`src/rtl/legv8_pkg.sv`:
```
// Shared LEGv8 control definitions: opcodes, ALU selection codes, FSM states, decode record.
// Latency: none (constants and types only).
// Backpressure: not applicable.
package legv8_pkg;

   // 11-bit opcodes, instr[31:21]
   localparam logic [10:0] OP_ADD  = 11'b10001011000;
   localparam logic [10:0] OP_SUB  = 11'b11001011000;
   localparam logic [10:0] OP_AND  = 11'b10001010000;
   localparam logic [10:0] OP_ORR  = 11'b10101010000;
   localparam logic [10:0] OP_LDUR = 11'b11111000010;
   localparam logic [10:0] OP_STUR = 11'b11111000000;
   // 8-bit CB opcodes, instr[31:24]
   localparam logic [7:0]  OP_CBZ  = 8'b10110100;
   localparam logic [7:0]  OP_CBNZ = 8'b10110101;

   // ALU selection codes consumed by the datapath ALU
   localparam logic [3:0] ALU_ADD  = 4'b0010;
   localparam logic [3:0] ALU_SUB  = 4'b1010;
   localparam logic [3:0] ALU_AND  = 4'b0110;
   localparam logic [3:0] ALU_OR   = 4'b0100;
   localparam logic [3:0] ALU_NOR  = 4'b0101;
   localparam logic [3:0] ALU_NAND = 4'b1100;
   localparam logic [3:0] ALU_CBZ  = 4'b0111;
   localparam logic [3:0] ALU_CBNZ = 4'b0001;
   localparam logic [3:0] ALU_MOV  = 4'b1101;

   typedef enum logic [2:0] {
      ST_IDLE   = 3'd0,
      ST_DECODE = 3'd1,
      ST_EXEC   = 3'd2,
      ST_MEM    = 3'd3,
      ST_WB     = 3'd4
   } state_e;

   typedef enum logic [1:0] {
      FMT_R       = 2'd0,
      FMT_D       = 2'd1,
      FMT_CB      = 2'd2,
      FMT_ILLEGAL = 2'd3
   } fmt_e;

   // Everything the sequencer needs to remember about one instruction
   typedef struct packed {
      fmt_e        fmt;
      logic        legal;
      logic        is_load;
      logic [3:0]  alu;
      logic        src_imm;
      logic [31:0] imm;
      logic [4:0]  rn;
      logic [4:0]  rm;
      logic [4:0]  rd;
   } dec_t;

   // Idle/illegal record: ADD selection, no immediate, register 0 everywhere
   localparam dec_t DEC_RESET = '{fmt: FMT_ILLEGAL, legal: 1'b0, is_load: 1'b0,
                                  alu: ALU_ADD, src_imm: 1'b0, imm: 32'd0,
                                  rn: 5'd0, rm: 5'd0, rd: 5'd0};

endpackage

```
`src/rtl/legv8_alu_sequencer_if.sv`:
```
// Bundle of instruction handshake, ALU/register controls and memory strobes.
// Latency: none (wiring only).
// Backpressure: instr_ready from the sequencer gates instr_valid acceptance.
interface legv8_alu_sequencer_if;

   logic        instr_valid;
   logic [31:0] instr;
   logic        instr_ready;
   logic [3:0]  alu_enable;
   logic        alu_src_imm;
   logic [31:0] imm;
   logic [4:0]  rn;
   logic [4:0]  rm;
   logic [4:0]  rd;
   logic        mem_read;
   logic        mem_write;
   logic        mem_ack;
   logic        reg_write;
   logic        branch;
   logic        err;

   // Sequencer side
   modport master (
      input  instr_valid, instr, mem_ack,
      output instr_ready, alu_enable, alu_src_imm, imm, rn, rm, rd,
             mem_read, mem_write, reg_write, branch, err
   );

   // Fetch/datapath/memory side
   modport slave (
      output instr_valid, instr, mem_ack,
      input  instr_ready, alu_enable, alu_src_imm, imm, rn, rm, rd,
             mem_read, mem_write, reg_write, branch, err
   );

endinterface

```
`src/rtl/legv8_opcode_decode.sv`:
```
// Combinational LEGv8 decode: format, ALU code, immediate, register fields, legal flag.
// Latency: 0 cycles (pure combinational).
// Backpressure: none; output follows i_instr.
module legv8_opcode_decode
   import legv8_pkg::*;
(
   input  logic [31:0] i_instr,
   output dec_t        o_dec
);

   logic [10:0] w_op;
   logic [7:0]  w_cb_op;
   logic [31:0] w_d_imm;
   logic [31:0] w_cb_imm;

   assign w_op     = i_instr[31:21];
   assign w_cb_op  = i_instr[31:24];
   assign w_d_imm  = {{23{i_instr[20]}}, i_instr[20:12]};
   // Word offset to byte offset; top bits of the extended value fall off
   assign w_cb_imm = {{11{i_instr[23]}}, i_instr[23:5], 2'b00};

   // Classify the opcode, then fill in the fields that format carries
   always_comb begin
      o_dec = DEC_RESET;
      case (w_op)
         OP_ADD:  begin o_dec.fmt = FMT_R; o_dec.alu = ALU_ADD; end
         OP_SUB:  begin o_dec.fmt = FMT_R; o_dec.alu = ALU_SUB; end
         OP_AND:  begin o_dec.fmt = FMT_R; o_dec.alu = ALU_AND; end
         OP_ORR:  begin o_dec.fmt = FMT_R; o_dec.alu = ALU_OR;  end
         OP_LDUR: begin o_dec.fmt = FMT_D; o_dec.is_load = 1'b1; end
         OP_STUR: begin o_dec.fmt = FMT_D; end
         default: begin
            case (w_cb_op)
               OP_CBZ:  begin o_dec.fmt = FMT_CB; o_dec.alu = ALU_CBZ;  end
               OP_CBNZ: begin o_dec.fmt = FMT_CB; o_dec.alu = ALU_CBNZ; end
               default: ;
            endcase
         end
      endcase

      case (o_dec.fmt)
         FMT_R: begin
            o_dec.legal = 1'b1;
            o_dec.rn    = i_instr[9:5];
            o_dec.rm    = i_instr[20:16];
            o_dec.rd    = i_instr[4:0];
         end
         FMT_D: begin
            o_dec.legal   = 1'b1;
            o_dec.src_imm = 1'b1;
            o_dec.imm     = w_d_imm;
            o_dec.rn      = i_instr[9:5];
            o_dec.rd      = i_instr[4:0];
         end
         FMT_CB: begin
            // Rt is tested against zero, so it is the ALU A operand
            o_dec.legal   = 1'b1;
            o_dec.src_imm = 1'b1;
            o_dec.imm     = w_cb_imm;
            o_dec.rn      = i_instr[4:0];
         end
         default: ;
      endcase
   end

endmodule

```
`src/rtl/legv8_alu_sequencer.sv`:
```
// Multi-cycle LEGv8 control sequencer: IDLE -> DECODE -> EXEC -> (MEM) -> (WB) -> IDLE.
// Latency: R 4, CB 3, illegal 2, LDUR 4+ack wait, STUR 3+ack wait cycles handshake to IDLE.
// Backpressure: instr_ready only in IDLE; memory stalls on mem_ack up to MEM_TIMEOUT cycles.
module legv8_alu_sequencer
   import legv8_pkg::*;
#(
   parameter int MEM_TIMEOUT = 15
)(
   input  logic                    clk,
   input  logic                    reset,
   legv8_alu_sequencer_if.master   io_bus
);

   localparam int            CW        = $clog2(MEM_TIMEOUT + 1);
   localparam logic [CW-1:0] WAIT_LAST = CW'(MEM_TIMEOUT - 1);

   localparam logic [2:0] S_IDLE   = ST_IDLE;
   localparam logic [2:0] S_DECODE = ST_DECODE;
   localparam logic [2:0] S_EXEC   = ST_EXEC;
   localparam logic [2:0] S_MEM    = ST_MEM;
   localparam logic [2:0] S_WB     = ST_WB;

   logic [2:0]    r_state;
   dec_t          r_dec;
   logic [CW-1:0] r_wait;
   dec_t          w_dec;
   logic          w_in_mem;
   logic          w_timeout;

   legv8_opcode_decode u_decode (
      .i_instr (io_bus.instr),
      .o_dec   (w_dec)
   );

   // State walk; the decoded record is captured at the handshake and held until the next one
   always_ff @(posedge clk) begin
      if (reset) begin
         r_state <= S_IDLE;
         r_dec   <= DEC_RESET;
         r_wait  <= '0;
      end else begin
         case (r_state)
            S_IDLE: begin
               if (io_bus.instr_valid) begin
                  r_dec   <= w_dec;
                  r_state <= S_DECODE;
               end
            end
            S_DECODE: r_state <= r_dec.legal ? S_EXEC : S_IDLE;
            S_EXEC: begin
               r_wait <= '0;
               case (r_dec.fmt)
                  FMT_R:   r_state <= S_WB;
                  FMT_D:   r_state <= S_MEM;
                  default: r_state <= S_IDLE;
               endcase
            end
            S_MEM: begin
               if (io_bus.mem_ack) begin
                  r_state <= r_dec.is_load ? S_WB : S_IDLE;
               end else if (r_wait == WAIT_LAST) begin
                  r_state <= S_IDLE;
               end else begin
                  r_wait <= r_wait + CW'(1);
               end
            end
            S_WB:    r_state <= S_IDLE;
            default: r_state <= S_IDLE;
         endcase
      end
   end

   // Last MEM cycle without an ack aborts the access
   assign w_in_mem  = (r_state == S_MEM);
   assign w_timeout = w_in_mem && !io_bus.mem_ack && (r_wait == WAIT_LAST);

   assign io_bus.instr_ready = (r_state == S_IDLE);
   assign io_bus.alu_enable  = r_dec.alu;
   assign io_bus.alu_src_imm = r_dec.src_imm;
   assign io_bus.imm         = r_dec.imm;
   assign io_bus.rn          = r_dec.rn;
   assign io_bus.rm          = r_dec.rm;
   assign io_bus.rd          = r_dec.rd;
   assign io_bus.mem_read    = w_in_mem && r_dec.is_load;
   assign io_bus.mem_write   = w_in_mem && !r_dec.is_load;
   assign io_bus.reg_write   = (r_state == S_WB);
   assign io_bus.branch      = (r_state == S_EXEC) && (r_dec.fmt == FMT_CB);
   assign io_bus.err         = ((r_state == S_DECODE) && !r_dec.legal) || w_timeout;

endmodule

```
`src/flat_wrapper.sv`:
```
// flat-port wrapper written by rule: the top's interface ports become plain ports
module legv8_alu_sequencer_flat import legv8_pkg::*;
#(
   parameter int MEM_TIMEOUT = 15
)
  (clk, reset, io_bus_instr_valid, io_bus_instr, io_bus_mem_ack, io_bus_instr_ready, io_bus_alu_enable, io_bus_alu_src_imm, io_bus_imm, io_bus_rn, io_bus_rm, io_bus_rd, io_bus_mem_read, io_bus_mem_write, io_bus_reg_write, io_bus_branch, io_bus_err);
  legv8_alu_sequencer_if io_bus_i ();
  input  logic clk;
  input  logic reset;
  input wire logic [$bits(io_bus_i.instr_valid)-1:0] io_bus_instr_valid;
  input wire logic [$bits(io_bus_i.instr)-1:0] io_bus_instr;
  input wire logic [$bits(io_bus_i.mem_ack)-1:0] io_bus_mem_ack;
  output wire logic [$bits(io_bus_i.instr_ready)-1:0] io_bus_instr_ready;
  output wire logic [$bits(io_bus_i.alu_enable)-1:0] io_bus_alu_enable;
  output wire logic [$bits(io_bus_i.alu_src_imm)-1:0] io_bus_alu_src_imm;
  output wire logic [$bits(io_bus_i.imm)-1:0] io_bus_imm;
  output wire logic [$bits(io_bus_i.rn)-1:0] io_bus_rn;
  output wire logic [$bits(io_bus_i.rm)-1:0] io_bus_rm;
  output wire logic [$bits(io_bus_i.rd)-1:0] io_bus_rd;
  output wire logic [$bits(io_bus_i.mem_read)-1:0] io_bus_mem_read;
  output wire logic [$bits(io_bus_i.mem_write)-1:0] io_bus_mem_write;
  output wire logic [$bits(io_bus_i.reg_write)-1:0] io_bus_reg_write;
  output wire logic [$bits(io_bus_i.branch)-1:0] io_bus_branch;
  output wire logic [$bits(io_bus_i.err)-1:0] io_bus_err;
  assign io_bus_i.instr_valid = io_bus_instr_valid;
  assign io_bus_i.instr = io_bus_instr;
  assign io_bus_i.mem_ack = io_bus_mem_ack;
  assign io_bus_instr_ready = io_bus_i.instr_ready;
  assign io_bus_alu_enable = io_bus_i.alu_enable;
  assign io_bus_alu_src_imm = io_bus_i.alu_src_imm;
  assign io_bus_imm = io_bus_i.imm;
  assign io_bus_rn = io_bus_i.rn;
  assign io_bus_rm = io_bus_i.rm;
  assign io_bus_rd = io_bus_i.rd;
  assign io_bus_mem_read = io_bus_i.mem_read;
  assign io_bus_mem_write = io_bus_i.mem_write;
  assign io_bus_reg_write = io_bus_i.reg_write;
  assign io_bus_branch = io_bus_i.branch;
  assign io_bus_err = io_bus_i.err;
  legv8_alu_sequencer #(.MEM_TIMEOUT(MEM_TIMEOUT)) u_core (.clk(clk), .reset(reset), .io_bus(io_bus_i));
endmodule
```
`config.mk`:
```
export PLATFORM = sky130hd
export DESIGN_NAME = legv8_alu_sequencer_flat
export DESIGN_NICKNAME = d
export VERILOG_FILES = /design/src/rtl/legv8_pkg.sv /design/src/rtl/legv8_alu_sequencer_if.sv /design/src/rtl/legv8_opcode_decode.sv /design/src/rtl/legv8_alu_sequencer.sv /design/src/flat_wrapper.sv
export SDC_FILE = /design/constraint.sdc
export NUM_CORES = 1
export LEC_CHECK = 0
export CAP_MARGIN = 15
export CORE_MARGIN = 5
export CORE_UTILIZATION = 40
export DETAILED_ROUTE_END_ITERATION = 10
export GPL_ROUTABILITY_DRIVEN = 1
export GPL_TIMING_DRIVEN = 0
export MAX_ROUTING_LAYER = met4
export PLACE_DENSITY = 0.74
export SKIP_LAST_GASP = 1
export SYNTH_ARGS = -nofsm -noshare
export SYNTH_HDL_FRONTEND = slang
export SYNTH_SLANG_ARGS = --single-unit
```
`constraint.sdc`:
```
create_clock -name clk -period 2.33 [get_ports clk]
set_input_delay 0.233 -clock clk [delete_from_list [all_inputs] [get_ports clk]]
set_output_delay 0.233 -clock clk [all_outputs]
set_load 0.005 [all_outputs]
```
Routing congestion map:
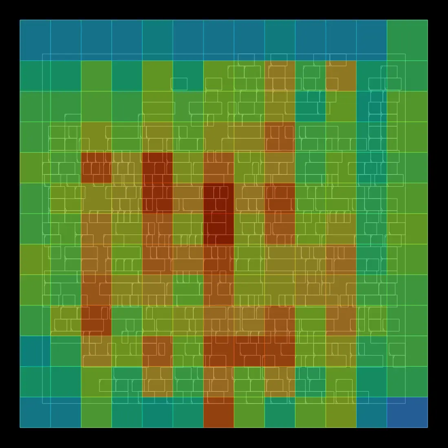
detail-routed net length per standard cell: 15.1 um
met2 track demand over resource in global routing: 29.6%
grt met3 use: 4.01%

PDN straps and rails:
(4 px per um) Pins as bars on the die edge.
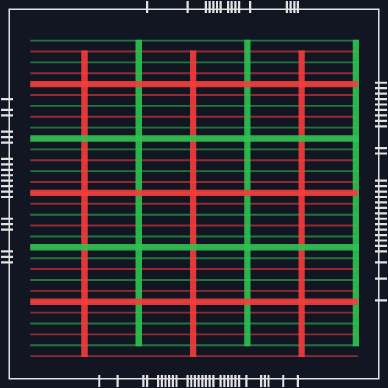
[VSS] red
[VDD] green
signal pins: 94
met4 straps: 6
rows: 29
met5 straps: 5
met1 rails: 30

Wiring by layer:
(6 px per um) Only two layers are drawn.
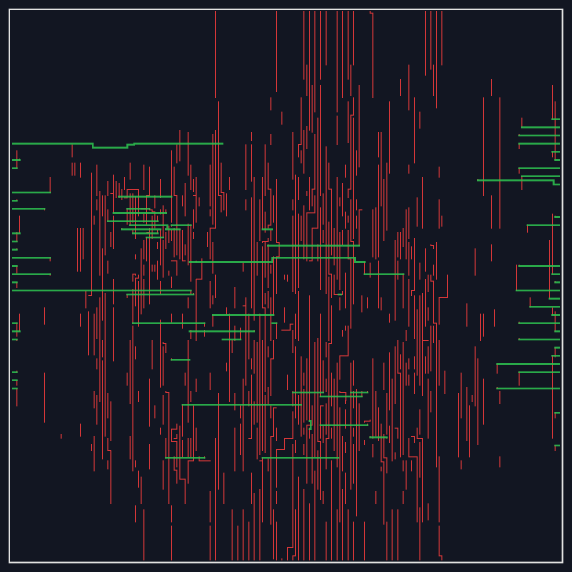
[met3] green | wire length: 450 um
[met2] red | wire length: 3540 um
overall via count from detail_route: 2579
all-layer global routing usage: 18.2%
Total Wirelength: 7410 um

Cell density map:
(3 px per um) The die is cut into 9 by 9 equal tiles; white is low, dark blue is high, 0 to 100% covered.
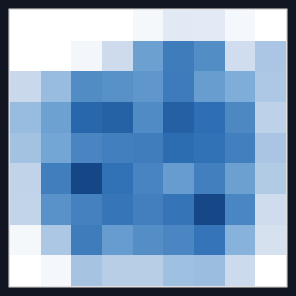
tiles over 75% full: 7.4%
mean over tiles: 44%
nearly empty tiles: 11%
final core area utilization: 59.2%
floorplan utilization: 41.6%
Core Area: 0.00646 mm2

Clock wires, drivers and flops:
(6 px per um)
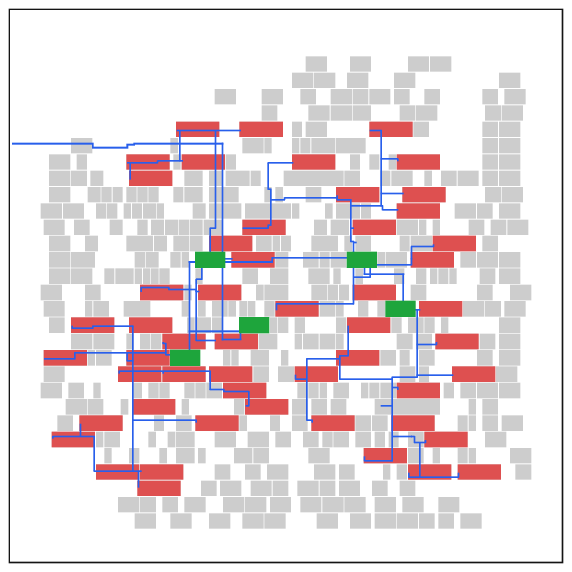
[clock wires] blue | length: 598 um
[cells driving clock nets] green | count: 5
[flip-flops] red | count: 52
routed clock nets: 6

==> results.cfg <==
; yosys + openroad results
[global_route]
pin_count_of_the_biggest_net_entering_global_routing = 18
initial_antenna_violation_count = 0
globalRouteOverflowTotal = 0

[clock_network]
clkSinkCount = 52
cts-root-to-sink-buffers = 2
clk_root_buffer_cell = sky130_fd_sc_hd__clkbuf_8
clkLatencyLatePin_ns = 0.31
cts-buffers-inserted = 5
tritoncts = yes
clkSlewWorstSetupHoldPaths_ns = 0.09
htree_num_levels = 2

[setup_path]
critPathCaptureType = primary output
timing.critical_path.slowest_cell_delay_ns = 0.50
cp_cell_sequence = clkbuf_2 > nor2b_1 > and3_1 > clkdlybuf4s50_1
cpMaxStageDelayCell = sky130_fd_sc_hd__clkdlybuf4s50_1
arrival_time_at_the_worst_endpoint_ns = 1.95
critPathMaxFanout = 10
critical_path_required_ns = 2.10
crit_path_start_kind = flop
critPathKind = reg -> out

[finish]
layout.area.seq_mm2 = 0.00104
drive_gt1_share_pct = 19.2
syn_to_final_growth_pct = 42.4
fillers = 588
antenna_diode_count = 0

[timing]
timing.fmax_mhz = 457
worst_slew_margin_rel_pct = 44.6
timing_hold_violations_final = 0
slew_viol_final = 0
fin_worst_hold_slack_ns = 0.340
final_min_period_over_clock_period_pct = 93.8
min_period_ns = 2.19

[floorplan]
core.rowCount = 29
die_width_um = 92.0
design.die.area_mm2 = 0.00846

[pwr]
power_density_mw_per_mm2 = 510

[synth]
syn_inst = 312
ys_types = 41
postSynthRegisterBits = 52
synth.cell_area_mm2 = 0.00269
synth_stat.cells = 312
yosys.area_share.simple_pct = 18.8
syn_area_per_cell_um2 = 8.61
ys.flop_type = sky130_fd_sc_hd__dfxtp_1
yosys.area.top_type_share_pct = 38.7
synthAoiAreaFrac_pct = 22.8
proportion_of_synthesized_chip_area_in_sequential_cells_pct = 38.7
yosys.area.top_type = sky130_fd_sc_hd__dfxtp_1
synth-xor-area-share_pct = 0
edf_count = 0
netlist.top_cell.by_instances = sky130_fd_sc_hd__buf_4
synth.net_count = 350
multiplexer_share_pct = 0
commonest_cells_in_the_synthesized_netlist = 56 x sky130_fd_sc_hd__buf_4, 52 x sky130_fd_sc_hd__dfxtp_1, 37 x sky130_fd_sc_hd__a21oi_1

[hold_path]
hold_path.class = in -> reg

[place]
dpl_worst_slack_ns = -0.241
placement.io_buffers = 92
place_congestion = 0.845

[flow_run]
cap_violations = 0
warnings = 28

[route]
drt-pass1-iter-count = 4
post_drt_via_cell_ratio = 5.27

[outcome]
result_of_the_run = completed
state kept, by name, summed over array words and instances (netlist names):
register and count:
u_core.io_bus.alu_src_imm 1, u_core.io_bus.rn 5, u_core.io_bus.rd 5, u_core.io_bus.rm 5
u_core.r_state 3, u_core.r_wait 4, u_core.io_bus.alu_enable 4, u_core.r_dec 4
u_core.io_bus.imm 21
worst paths after layout:
| kind | cells past startpoint | slack, ns | startpoint | end |
|---|---|---|---|---|
| setup / recovery | 4 | 0.14 | u_core.r_state[1] | io_bus_mem_read |
| hold / removal | 2 | 0.34 | reset | u_core.r_state[1] |
| setup reg to reg | 4 | 0.28 | u_core.r_state[2] | u_core.io_bus.alu_enable[2] |
| hold reg to reg | 2 | 0.46 | u_core.io_bus.imm[4] | u_core.io_bus.imm[4] |
metal layers:
metal | vias up | part of all wire, % | track usage (%)
met4 | 0 | 1.2 | 4.70
li1 | 1268 | - | -
met1 | 1200 | 45 | 23.0
met2 | 102 | 48 | 29.6
met5 | - | 0 | -
met3 | 9 | 6.1 | 4.01
layout by cell type (no fill, tap or decap), drive strengths merged, types with 4 or more instances in the layout:
| cell type | netlist | layout |
|---|---|---|
| buf | 58 | 58 |
| clkdlybuf4s50 | 0 | 92 |
| dfxtp | 52 | 52 |
| o21ai | 10 | 10 |
| a31oi | 4 | 4 |
| a32oi | 5 | 5 |
| inv | 5 | 6 |
| a21oi | 37 | 37 |
| nor3 | 15 | 15 |
| o211ai | 11 | 11 |
| nor2 | 25 | 25 |
| clkbuf | 13 | 18 |
| nand2 | 22 | 22 |
| a22oi | 14 | 14 |
| nand3 | 4 | 4 |
report_power, final:
part	leakage (nW)	total (W)	internal [W]	switching (W)
logic	0.940	0.000374	0.000210	0.000164
registers	0.422	0.000936	0.000914	0.0000212
clock network	0.0548	0.000642	0.000324	0.000318
total	1.42	0.00195	0.00145	0.000504
stage by stage:
step / util, % / setup TNS (ns) / cell area [um2] / cells / total power (W)
4_1_cts: 59.1 / 0 / 3820 / 489 / 0.00195
3_5_place_dp: 57.4 / -2.36 / 3700 / 481 / 0.00133
2_1_floorplan: - / 0 / 2690 / 312 / 0.00113
6_report: 59.2 / 0 / 3830 / 489 / 0.00195
3_3_place_gp: 57.4 / -2.22 / 3700 / 481 / 0.00132
5_1_grt: 59.2 / -0.0113 / 3830 / 489 / 0.00203
cell type report:
class	instances	share of cell area, %
Tap cell	77	2.52
Timing Repair Buffer	92	24.1
Clock inverter	3	1.21
Buffer	71	12.7
Multi-Input combinational cell	184	30.0
Clock buffer	5	1.80
Sequential cell	52	27.2
Inverter	5	0.491
cells by family after synthesis:
| kind of cell | after synthesis |
|---|---|
| adders and majority gates | 2 |
| and+or+nand+nor | 89 |
| AOI/OAI and AO/OA | 93 |
| DFF | 52 |
| buffers and inverters | 76 |
what timing repair did:
item,CTS,global route
resized,0,3
endpoints found under the setup margin,0,10
hold buffers,0,0
worst max-delay path, delay by kind of cell (launching register included):
kind	cells	cell delay (ns)
buf+inv	2	0.72
simple gates	2	0.56
flops	1	0.37
Power figures rest on the tool's default switching activity, not on a simulated workload.
